===== config.mk =====
export PLATFORM = sky130hd
export DESIGN_NAME = jpeg_rle_expander
export DESIGN_NICKNAME = d
export VERILOG_FILES = /design/src/rtl/jpeg_rle_expander.sv
export SDC_FILE = /design/constraint.sdc
export NUM_CORES = 1
export LEC_CHECK = 0
export CORE_ASPECT_RATIO = 0.8
export CORE_MARGIN = 2
export CORE_UTILIZATION = 50
export CTS_CLUSTER_DIAMETER = 50
export DETAILED_ROUTE_END_ITERATION = 10
export HOLD_SLACK_MARGIN = 0.12
export PLACE_DENSITY_LB_ADDON = 0.05
export SLEW_MARGIN = 15
export SYNTH_ARGS = -nofsm -noshare
export SYNTH_HDL_FRONTEND = slang
export SYNTH_SLANG_ARGS = --single-unit

===== constraint.sdc =====
create_clock -name clk -period 6.2 [get_ports clk]
set_clock_uncertainty 0.15 [all_clocks]
set_input_delay 1.24 -clock clk [delete_from_list [all_inputs] [get_ports clk]]
set_output_delay 1.24 -clock clk [all_outputs]
set_load 0.1 [all_outputs]

===== src/rtl/jpeg_rle_expander.sv =====
// JPEG run-length expander: turns one block's (run, size, amplitude) symbols
// into 64 zig-zag ordered coefficients, one per cycle, through a single output register.
module jpeg_rle_expander #(
  parameter int COEF_W    = 12,
  parameter int BLOCK_LEN = 64
) (
  input  logic                     clk,
  input  logic                     rst,
  input  logic                     in_valid,
  output logic                     in_ready,
  input  logic [3:0]               in_run,
  input  logic [3:0]               in_size,
  input  logic [10:0]              in_amp,
  output logic                     out_valid,
  input  logic                     out_ready,
  output logic signed [COEF_W-1:0] out_coef,
  output logic [5:0]               out_index,
  output logic                     out_last,
  output logic                     err_overrun
);

  typedef enum logic [2:0] {S_DC, S_AC, S_RUN, S_VAL, S_FILL} state_t;

  localparam logic [5:0] LAST_IDX  = 6'(BLOCK_LEN - 1);
  localparam logic [7:0] BLOCK_CNT = 8'(BLOCK_LEN);

  // JPEG amplitude category decode: a clear top bit marks a negative value
  // stored as amp - (2^size - 1).
  function automatic logic signed [COEF_W-1:0] amp_decode(input logic [3:0] size,
                                                          input logic [10:0] amp);
    logic [15:0] mask;
    logic [15:0] raw;
    logic [15:0] res;
    mask = (16'd1 << size) - 16'd1;
    raw  = {5'd0, amp} & mask;
    if (size == 4'd0) begin
      res = 16'd0;
    end else if (raw[size - 4'd1]) begin
      res = raw;
    end else begin
      res = raw - mask;
    end
    return COEF_W'($signed(res));
  endfunction

  state_t                    r_state;
  logic [5:0]                r_pos;
  logic [3:0]                r_zcnt;
  logic                      r_pend;
  logic signed [COEF_W-1:0]  r_pval;
  logic                      r_out_valid;
  logic signed [COEF_W-1:0]  r_out_coef;
  logic [5:0]                r_out_index;
  logic                      r_out_last;
  logic                      r_err;

  logic                      w_adv;
  logic                      w_xfer;
  logic                      w_emit;
  logic                      w_at_end;
  logic                      w_is_eob;
  logic                      w_is_zrl;
  logic                      w_overrun;
  logic [7:0]                w_need;
  logic signed [COEF_W-1:0]  w_v;

  assign w_adv     = !r_out_valid || out_ready;
  assign in_ready  = !rst && w_adv && (r_state == S_DC || r_state == S_AC);
  assign w_xfer    = in_valid && in_ready;
  assign w_emit    = w_xfer || r_state == S_RUN || r_state == S_VAL || r_state == S_FILL;
  assign w_at_end  = (r_pos == LAST_IDX);
  assign w_is_eob  = (in_run == 4'd0) && (in_size == 4'd0);
  assign w_is_zrl  = (in_run == 4'd15) && (in_size == 4'd0);
  assign w_v       = amp_decode(in_size, in_amp);
  // Positions the symbol would consume, counting the first zero or value at r_pos.
  assign w_need    = {2'b00, r_pos} + (w_is_zrl ? 8'd16 : ({4'd0, in_run} + 8'd1));
  assign w_overrun = !w_is_eob && (w_need > BLOCK_CNT);

  assign out_valid   = r_out_valid;
  assign out_coef    = r_out_coef;
  assign out_index   = r_out_index;
  assign out_last    = r_out_last;
  assign err_overrun = r_err;

  // Expansion FSM: every emitting state writes the coefficient at r_pos, so an
  // accepted symbol produces its first output on the very next edge.
  always_ff @(posedge clk) begin
    if (rst) begin
      r_state     <= S_DC;
      r_pos       <= 6'd0;
      r_zcnt      <= 4'd0;
      r_pend      <= 1'b0;
      r_pval      <= '0;
      r_out_valid <= 1'b0;
      r_out_coef  <= '0;
      r_out_index <= 6'd0;
      r_out_last  <= 1'b0;
      r_err       <= 1'b0;
    end else if (w_adv) begin
      r_out_valid <= w_emit;
      if (w_emit) begin
        r_out_coef  <= '0;
        r_out_index <= r_pos;
        r_out_last  <= w_at_end;
        r_pos       <= w_at_end ? 6'd0 : r_pos + 6'd1;
        case (r_state)
          S_DC: begin
            r_out_coef <= w_v;
            r_state    <= S_AC;
          end
          S_AC: begin
            if (w_overrun) begin
              r_err   <= 1'b1;
              r_state <= S_FILL;
            end else if (w_is_eob) begin
              r_state <= S_FILL;
            end else if (w_is_zrl) begin
              r_zcnt  <= 4'd15;
              r_pend  <= 1'b0;
              r_state <= S_RUN;
            end else if (in_run == 4'd0) begin
              r_out_coef <= w_v;
              r_state    <= S_AC;
            end else begin
              r_zcnt  <= in_run - 4'd1;
              r_pend  <= 1'b1;
              r_pval  <= w_v;
              r_state <= (in_run == 4'd1) ? S_VAL : S_RUN;
            end
          end
          S_RUN: begin
            r_zcnt <= r_zcnt - 4'd1;
            if (r_zcnt == 4'd1) begin
              r_state <= r_pend ? S_VAL : S_AC;
            end else begin
              r_state <= S_RUN;
            end
          end
          S_VAL: begin
            r_out_coef <= r_pval;
            r_state    <= S_AC;
          end
          S_FILL: begin
            r_state <= S_FILL;
          end
          default: begin
            r_state <= S_DC;
          end
        endcase
        // Index 63 closes the block whatever state produced it.
        if (w_at_end) begin
          r_state <= S_DC;
        end
      end
    end
  end

endmodule


### Wiring by layer, run 1

Scale: 4 px per micron. Only two layers are drawn.
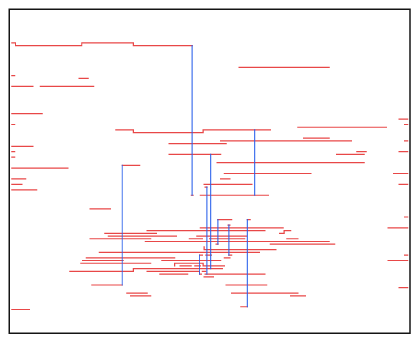
- red: M3 (wire length 864 microns)
- blue: M4 (wire length 174 microns)

### Wire density map, run 1

Scale: 4 px per micron. 20 x 16 tiles, from dark blue (low) to red (high), scaled to the fullest tile. Values are wire area over tile area, all layers added.
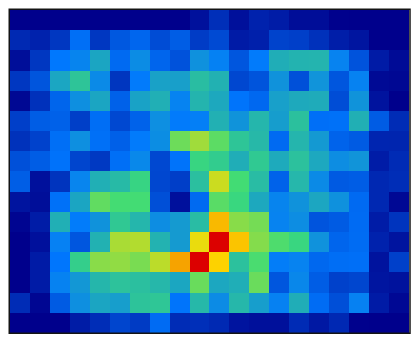
- mean over tiles: 0.21
- nearly empty tiles: 9.7%
- tiles over half the peak: 9.1%
- densest ninth of the die: south
- fullest tile: 0.83

### Where the registers sit, run 1

Scale: 6 px per micron. Other sequential cells in the stronger grey, the rest of the logic in the fainter grey.
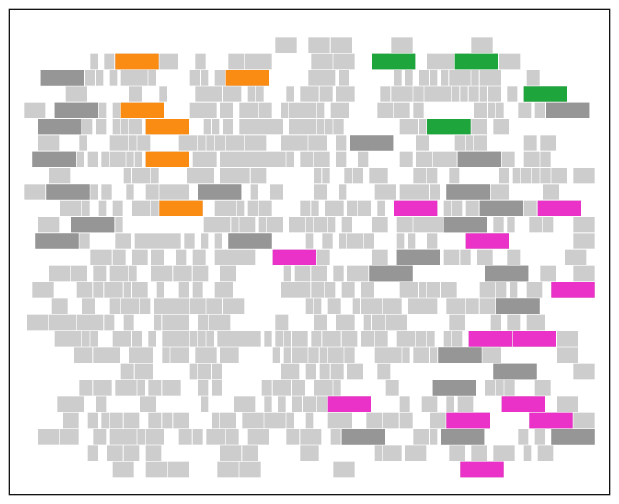
- orange: `r_pos` (sequential cells 6; where north-west)
- magenta: `out_coef` (sequential cells 12)
- green: `r_zcnt` (sequential cells 4; where north-east)
- not coloured: 25

### Cell outlines without signal wires, run 1

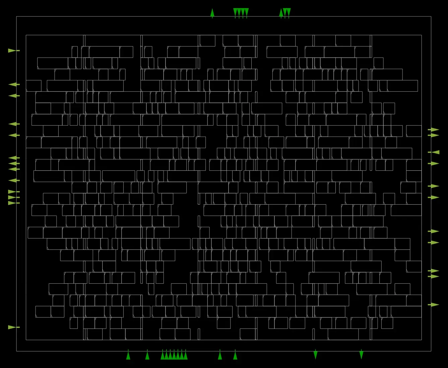
Tapcells: 87
Seq area share: 22.1%

==> flow_summary_export.csv, run 1 <==
group,metric,value,unit
run_status,outcome,"finished, final reports clean",
power,p_comb_share,32.3,%
finish,layout-drive-gt1-share,7.84,%
placement,finalWeightedCongestion,1.02,
power,seq_power_share,38.3,%
power,p_leak,1.55,nW
power,clkPwrFrac,29.4,%
clocking,cts_buffers,5,
placement,place_inst,589,
yosys,ys.flops,47,
finish,largestClassByArea,"multi-input combinational cells",
power,p_sw_share,36.7,%
run,drv_cap,0,
final_timing,finalSetupViolCount,0,
power,p_int,536,uW
drt,wl_per_cell,16.9,microns
clocking,cts_setup_buffers,0,
drt,viasPerCell,6.19,
global_routing,grtUsageTotal,26.1,%
finish,n_clock_buffer,6,
global_routing,antenna_found_initial,0,
power,top_power_group,"sequential cells",
clocking,root_buffer,"clkbuf_8",
yosys,synth_async_sr_flop_share,0,%
worst_setup_path,cpLargestDelayFamily,"AND-OR/OR-AND gates",
finish,buf_share,12.2,%
power,ir_drop,0.126,mV
drt,num_vias,3693,
worst_setup_path,end_kind,"flop",
finish,area.combinational,2490,sq um
yosys,synth.net_count,514,
final_timing,relSlewSlack,32.4,%
floorplan,fp-utilization,52.5,%
yosys,ys_cells,472,
final_timing,holdWs,0.300,ns
floorplan,die_x,99.8,microns
yosys,synth_cells,472,
finish,nFillCells,624,
clocking,cts_tree,"done",
worst_setup_path,worstPathMaxFanout,13,
drt,dr.pass1.iters,5,
floorplan,dieHeight,80.7,microns
worst_hold_path,worst_hold_path_type,"reg2reg",
yosys,yosys.area_share.simple,30.1,%
global_routing,grt_pass1_vias,3259,
drt,drt_iter0_markers,319,
global_routing,grt-ovfl-total,0,
yosys,ys.flop_type,"dfxtp_1",
worst_setup_path,cpMaxStageDelayCell,"o31ai_1",
final_timing,final_hold_viol_count,0,
finish,inverters_excl_clock,17,
floorplan,core_area,6990,sq um
finish,ff_count,47,
yosys,ys_sh_mux,1.12,%
finish,buffers,55,
drt,wl,10100,microns
global_routing,grt_pass1_wl,16500,microns
clocking,cts_resized,0,
worst_setup_path,cpPeakStageDelay,0.51,ns
finish,nNetsFinal,551,
finish,clock_cell_area_share,2.86,%
worst_setup_path,crit_arrival,5.53,ns
clocking,cts_sinks,47,
yosys,yosys.area.top_type,"dfxtp_1",
final_timing,fin_crit,5.50,ns
worst_setup_path,path_buffers,5,
yosys,top_logic_kind,"simple AND/OR/NAND/NOR gates",
worst_setup_path,crit_path_cell_trace,"clkdlybuf4s50_1, buf_4, inv_1, ha_1, nor3b_4, clkinv_1, ha_1, and2b_2, o21ai_0, nand2_1, a221oi_1, a311oi_1, buf_4, o31a_1, o31ai_1, o21ai_0",
drt,detail-route-antenna-nets,0,
finish,sh_comb_area,58.7,%
finish,logic_gates,383,
finish,syn2layout_area_growth,15.7,%
clocking,worst_setup_hold_path_clk_slew,0.10,ns
worst_setup_path,crit_type,"in2reg",
power,p_seq,325,uW
clocking,clockBufferDepth,2,
floorplan,io_pins,45,
power,p_per_area,200,nW/um^2
floorplan,std_cell_rows,27,
finish,instances_no_fill,597,
finish,final-seq-area,941,sq um
yosys,ys_sh_adder,6.68,%
yosys,xor_share,3.34,%
clocking,hold_buffers,0,
clocking,clk_latency,0.31,ns
final_timing,max_freq,0.182,GHz
yosys,top_area_share,25.6,%
placement,io_buffers,44,
final_timing,finalSetupTns,0,ns
yosys,topCellsByArea,"dfxtp_1, ha_1, nand2_1, nor2_1, a21oi_1",
yosys,ys_types,78,
clocking,htreeDepth,2,
placement,dpl.hpwl,7550,microns
finish,n_antenna_cell,0,
power,clk-power,250,uW
yosys,yosysWarningCount,0,
yosys,ys_area,3670,sq um
yosys,syn-cell-area,3670,sq um
final_timing,finalCritPeriodShare,88.8,%
global_routing,grt_max_degree,33,
drt,drcViolationCount,0,
run,warnings,33,
yosys,compound_area_share,26.7,%
final_timing,worst_pin_slew,1.01,ns
==> run 1: cell usage in the layout (no fill, tap or decap), types with 5 or more instances in the layout <==
master and count:
a31oi_1 5, a21oi_1 30, and2_1 8, o31ai_1 12, xnor2_1 7, nand2b_1 9
ha_1 18, nand3_1 13, and3_1 7, a211oi_1 5, nand4_1 6, nor2_1 42
buf_4 12, clkdlybuf4s50_1 43, a22oi_1 9, o211ai_1 8, dfxtp_1 47, nor3_1 15
nand2_1 55, inv_1 16, clkbuf_8 6, o21ai_0 25, nor2b_1 10, xor2_1 7
==> run 1: metrics by stage <==
step	power, mW	setup WS (ns)	area [sq um]
after floorplan	0.526	1.32	3670
after global placement	0.597	0.603	4130
after global routing	0.887	0.439	4250
after detailed placement	0.600	0.448	4130
final	0.848	0.696	4250
after CTS	0.848	0.772	4250
==> run 1: worst min-delay path: stages (launching register included) <==
cell     delay, ns
dfxtp_1       0.32
nand2_1       0.05
nand2_1       0.04
==> run 1: path summary, 6_finish.rpt <==
check | startpoint | endpoint | slack, ns | cells past startpoint
setup / recovery | in_size[0] | out_coef[2] | 0.70 | 16
hold / removal | r_pval[0] | r_pval[0] | 0.30 | 2
setup reg to reg | r_pos[0] | out_coef[10] | 2.84 | 11
hold reg to reg | r_pval[0] | r_pval[0] | 0.30 | 2
==> run 1: layer usage <==
| metal | wire, microns | part of all wire [%] | global-route usage, % |
|---|---|---|---|
| met2 | 3890 | 39 | 35.7 |
| met5 | 0 | 0 | 0 |
| met4 | 174 | 1.7 | 6.44 |
| met3 | 863 | 8.5 | 6.01 |
| met1 | 5170 | 51 | 40.3 |
==> run 1: registers in the layout (all words and copies together), names as in the netlist <==
name and flops:
err_overrun 1, out_coef 12, out_index 6, out_last 1
out_valid 1, r_pend 1, r_pos 6, r_pval 12
r_state 3, r_zcnt 4
### Port wiring, run 1

Scale: 4 px per micron.
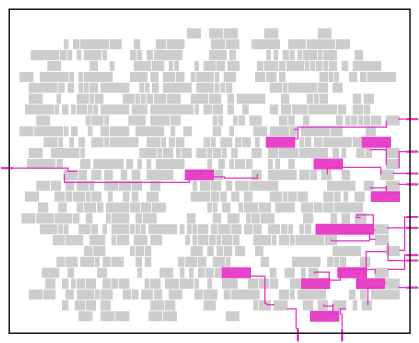

## Run 2: what changed since run 1
CORE_UTILIZATION = 30   (was 50)
DONT_BUFFER_PORTS = 1   (was unset)
### Port wiring, run 2

Scale: 4 px per micron.
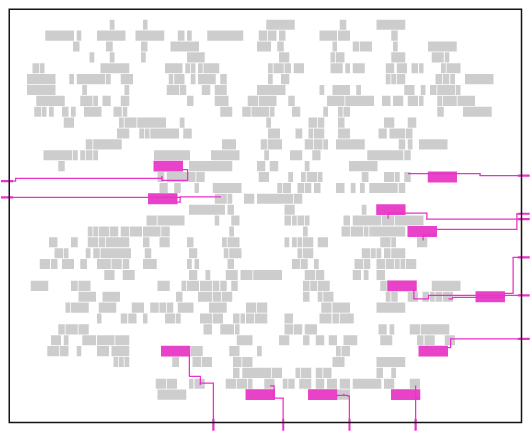
- magenta: `out_coef` (direction output; end cells 12; buffers 0; wire 331 microns)

### Wire density map, run 2

Scale: 3 px per micron. 26 x 21 tiles, from dark blue (low) to red (high), scaled to the fullest tile. Values are wire area over tile area, all layers added.
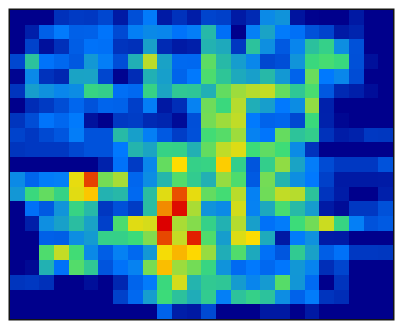
- mean over tiles: 0.14
- nearly empty tiles: 17%
- tiles over half the peak: 16%
- fullest tile: 0.52

==> run 2 against run 1 <==
  * Synthesized area did not move
  * Non-clock buffer count decreased by 46
  * Hold slack got worse by 0.0022 ns
  * Power rose by 1.9%
  * Global-route usage is 8.7 points lower
  * Design area decreased by 7.3%
  * Via count is 6.9% lower
  * Clock power is 21% higher
  * Core utilization shrank 28 points
  * Cell count up 3.0%
  * Largest power group unchanged
==> flow_summary_export.csv, run 2 <==
group,metric,value,unit
yosys,ys_area,3670,sq um
worst_setup_path,crit_arrival,5.12,ns
yosys,synth.net_count,514,
floorplan,core_area,12100,sq um
yosys,ys_types,78,
placement,io_buffers,0,
global_routing,grt_max_degree,33,
clocking,cts_resized,0,
floorplan,fp-utilization,30.4,%
final_timing,max_freq,0.195,GHz
final_timing,fin_crit,5.12,ns
worst_setup_path,crit_path_cell_trace,"inv_1, ha_1, nor3b_4, clkinv_1, ha_1, and2b_2, o21ai_0, a21oi_1, or4_4, nor3_2, nor2_1, a222oi_1, a31oi_1",
clocking,clockBufferDepth,2,
worst_setup_path,cpLargestDelayFamily,"simple AND/OR/NAND/NOR gates",
placement,dpl.hpwl,8730,microns
global_routing,grt_pass1_wl,17800,microns
yosys,ys_cells,472,
global_routing,grt-ovfl-total,0,
drt,detail-route-antenna-nets,0,
drt,num_vias,3439,
worst_setup_path,end_kind,"flop",
drt,viasPerCell,5.59,
clocking,cts_sinks,47,
placement,placed_cell_area,3780,sq um
drt,drt_iter0_markers,216,
drt,drcViolationCount,0,
power,total_power,865,uW
clocking,clk_latency,0.29,ns
final_timing,worst_pin_slew,1.02,ns
clocking,root_buffer,"clkbuf_16",
yosys,yosysWarningCount,0,
finish,nFillCells,1301,
worst_setup_path,path_buffers,2,
clocking,htreeDepth,2,
yosys,synth_cells,472,
finish,n_antenna_cell,0,
finish,final_area,3940,sq um
final_timing,finalCritPeriodShare,82.5,%
global_routing,grt_pass1_vias,3092,
global_routing,antenna_found_initial,0,
power,p_per_area,220,nW/um^2
final_timing,holdWs,0.298,ns
placement,dp_slack,0.845,ns
clocking,cts_buffers,5,
yosys,syn-cell-area,3670,sq um
yosys,top_area_share,25.6,%
yosys,ys.flops,47,
yosys,ys.flop_type,"dfxtp_1",
power,p_leak,1.41,nW
yosys,topCellsByArea,"dfxtp_1, ha_1, nand2_1, nor2_1, a21oi_1",
finish,instances_no_fill,615,
finish,lay_top_count,"nand2_1",
final_timing,final_hold_viol_count,0,
finish,final_cell_mix,"nand2_1, dfxtp_1, nor2_1",
floorplan,die_x,128,microns
drt,wl,11500,microns
power,ir_drop,0.141,mV
finish,syn2layout_area_growth,7.26,%
global_routing,grtUsageTotal,17.4,%
final_timing,finalSetupTns,0,ns
drt,wl_per_cell,18.7,microns
run_status,outcome,"finished, final reports clean",
clocking,cts_tree,"done",
clocking,hold_buffers,0,
[run 2: cell counts after synthesis]
No cell type changed its count.
[run 2: area by class of cell]
cell class / count / area (sq um) / share of cell area [%]
clock buffer: 6 / 129 / 3.27
clock inverter: 1 / 30.0 / 0.762
tap: 152 / 190 / 4.83
inverter: 17 / 63.8 / 1.62
multi-input combinational: 383 / 2500 / 63.5
sequential: 47 / 941 / 23.9
timing repair buffer: 9 / 85.1 / 2.16
[run 2: metal layers]
metal / routed length, microns / part of all wire [%] / up-vias / GRT usage, %
li1: - / - / 1725 / -
met1: 6130 / 53 / 1611 / 27.2
met2: 4480 / 39 / 95 / 23.2
met3: 777 / 6.8 / 8 / 4.67
met4: 114 / 0.99 / 0 / 3.63
met5: 0 / 0 / - / 0
[run 2: where the power goes]
group	leakage, nW	switching (mW)	internal (mW)	total (mW)
Sequential	0.381	0.0641	0.315	0.379
Combinational	0.948	0.116	0.0675	0.183
Clock	0.0769	0.114	0.188	0.303
[run 2: cells by family (layout without fill, tap and decap cells)]
group	Yosys count	count (layout)	synth area share, %
xor+xnor	14	14	3.34
mux	4	4	1.12
simple gates	207	207	30.1
compound gates	139	139	26.7
buf+inv	42	33	6.44
fa+ha+maj	19	19	6.68
flops	47	47	25.6
[run 2: worst reg2reg max path, stage by stage (launching register included)]
cell	delay [ns]
dfxtp_1	0.45
ha_1	0.22
inv_1	0.06
fa_1	0.39
nand2b_1	0.18
a21oi_1	0.16
xnor2_1	0.17
a41oi_1	0.36
nor2_1	0.30
nand3_1	0.34
a222oi_1	0.44
a31oi_1	0.14
[run 2: final timing paths]
check              from        end  depth (start not counted)
min           r_pval[1]  r_pval[1]                          2
max reg2reg    r_pos[0]  r_pval[8]                         11
min reg2reg   r_pval[1]  r_pval[1]                          2
max          in_size[0]  r_pval[8]                         13
Power and IR drop assume default switching activity.
